Met1 routing:
The bar under the picture is 100 µm long. Cells faint in the background.
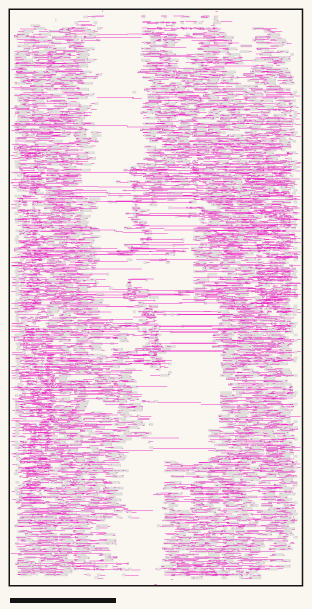
Metal 4:
The bar under the picture is 100 µm long.
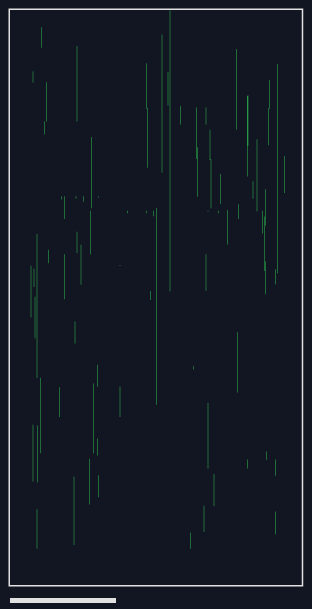
M3 wires:
The bar under the picture is 100 µm long.
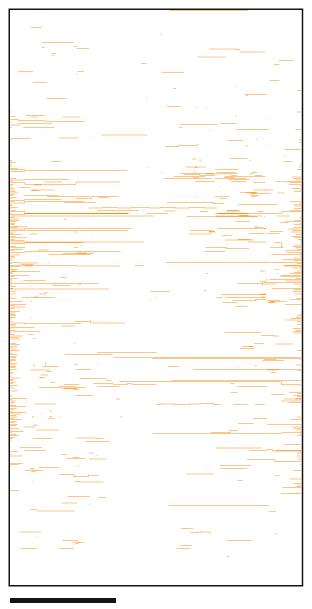
Clock routing:
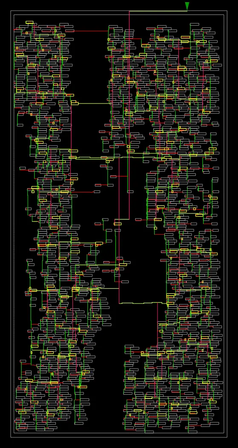
Met2 routing:
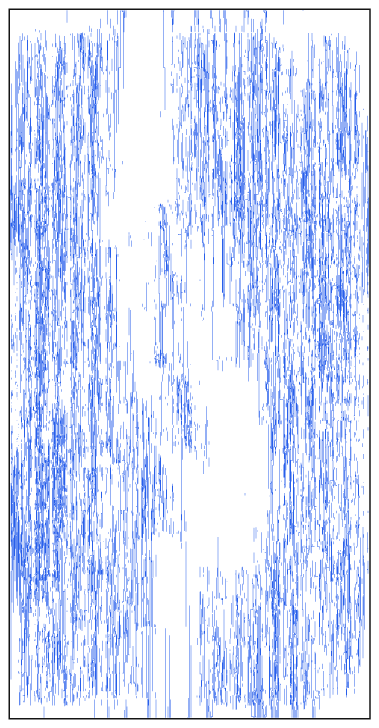
Design fetch_unit, sky130hd; sources not shown.
==> metrics.yaml <==
timing:
  whs_ns: 0.451
  timing.fmax_mhz: 63.7
  skew_ns: 0.0405
  slew_headroom_pct: 33.1
  tightest_slew_ns: 1.00
grt:
  grt_overflow: 0
  grtUsageTotal_pct: 19.0
  grt_max_degree: 134
  grt_pass1_wl_mm: 210
synthesis:
  edf_count: 1248
  netlist.area_leader.share_pct: 66.0
  yosys-mux-area-fraction_pct: 17.7
  ys_seq_share_pct: 70.8
  xor_area_share_pct: 1.60
  ys_types: 70
floorplan:
  initCoreUtil_pct: 40.2
  chipArea_um2: 148000
  ios: 424
  die_width_um: 274
  coreArea_um2: 141000
  fp.dieH_um: 541
  rows: 195
placed_design:
  io_buffers: 413
  routabilityCongestion: 0.828
clock_network:
  ctsHoldBuffers: 0
critical_path:
  path_class: "input pin to output port"
  slowest_delay_ns: 0.76
  crit_path_cell_trace: "buf_6 > or3_1 > buf_4 > nor2_1 > clkdlybuf4s50_1"
  path_max_fanout: 61
  rrSetupSlack_ns: 30.35
  cp-end-kind: "output port"
layout:
  stdcell_count: 5622
  drive_above_1_share_pct: 18.4
  nFillCells: 11911
pwr:
  swShare_pct: 21.3
routing:
  drc_errors: 0
hold_path:
  hold_depth: 2
  hp-class: "flip-flop to flip-flop"
outcome:
  status: "complete, no violations"
About 'met1 routing':
longest straight run: 102 µm
nets with wire on the layer: 3607
share of all routed wire: 39%
wire length on this layer: 55.1 mm
GR Util met1: 23.0%
routed vias: 30461
Detailed Route WL: 143 mm

About 'metal 4':
nets with wire on the layer: 38
main direction: vertical
wire length on this layer: 3160 µm

About 'M3 wires':
share of all routed wire: 6.4%
wire length on this layer: 9140 µm
longest straight run: 176 µm
global routing usage on met3: 3.94%

About 'clock routing':
Power Clock: 1310 µW
# clock sinks: 1385
clk_lat worst skew: 0.73 ns

About 'met2 routing':
longest straight run: 192 µm
nets with wire on the layer: 3374
met2 usage: 34.4%

==> stage by stage <==
stage / setup WS, ns / power (µW)
after floorplan: 14.54 / 1960
after global placement: 18.87 / 2030
after detailed placement: 18.87 / 2040
after CTS: 18.88 / 3350
after global routing: 18.79 / 3430
final: 18.91 / 3310
==> worst max-delay path, delay by kind of cell <==
kind          cells  cell delay [ns]
simple gates      2             0.60
buf+inv           3             1.22
==> cell type report <==
cell class / instances / area [µm²] / area share [%]
flip-flops and latches: 1385 / 40200 / 59.5
well taps: 1871 / 2340 / 3.46
repair buffers: 514 / 5400 / 8.00
diodes: 3 / 7.51 / 0.0111
clock buffers: 140 / 3110 / 4.60
multi-input cells: 1610 / 15700 / 23.2
clock inverters: 78 / 722 / 1.07
inverters: 21 / 78.8 / 0.117
No activity file was given, so power comes from the tool's default toggle rates.
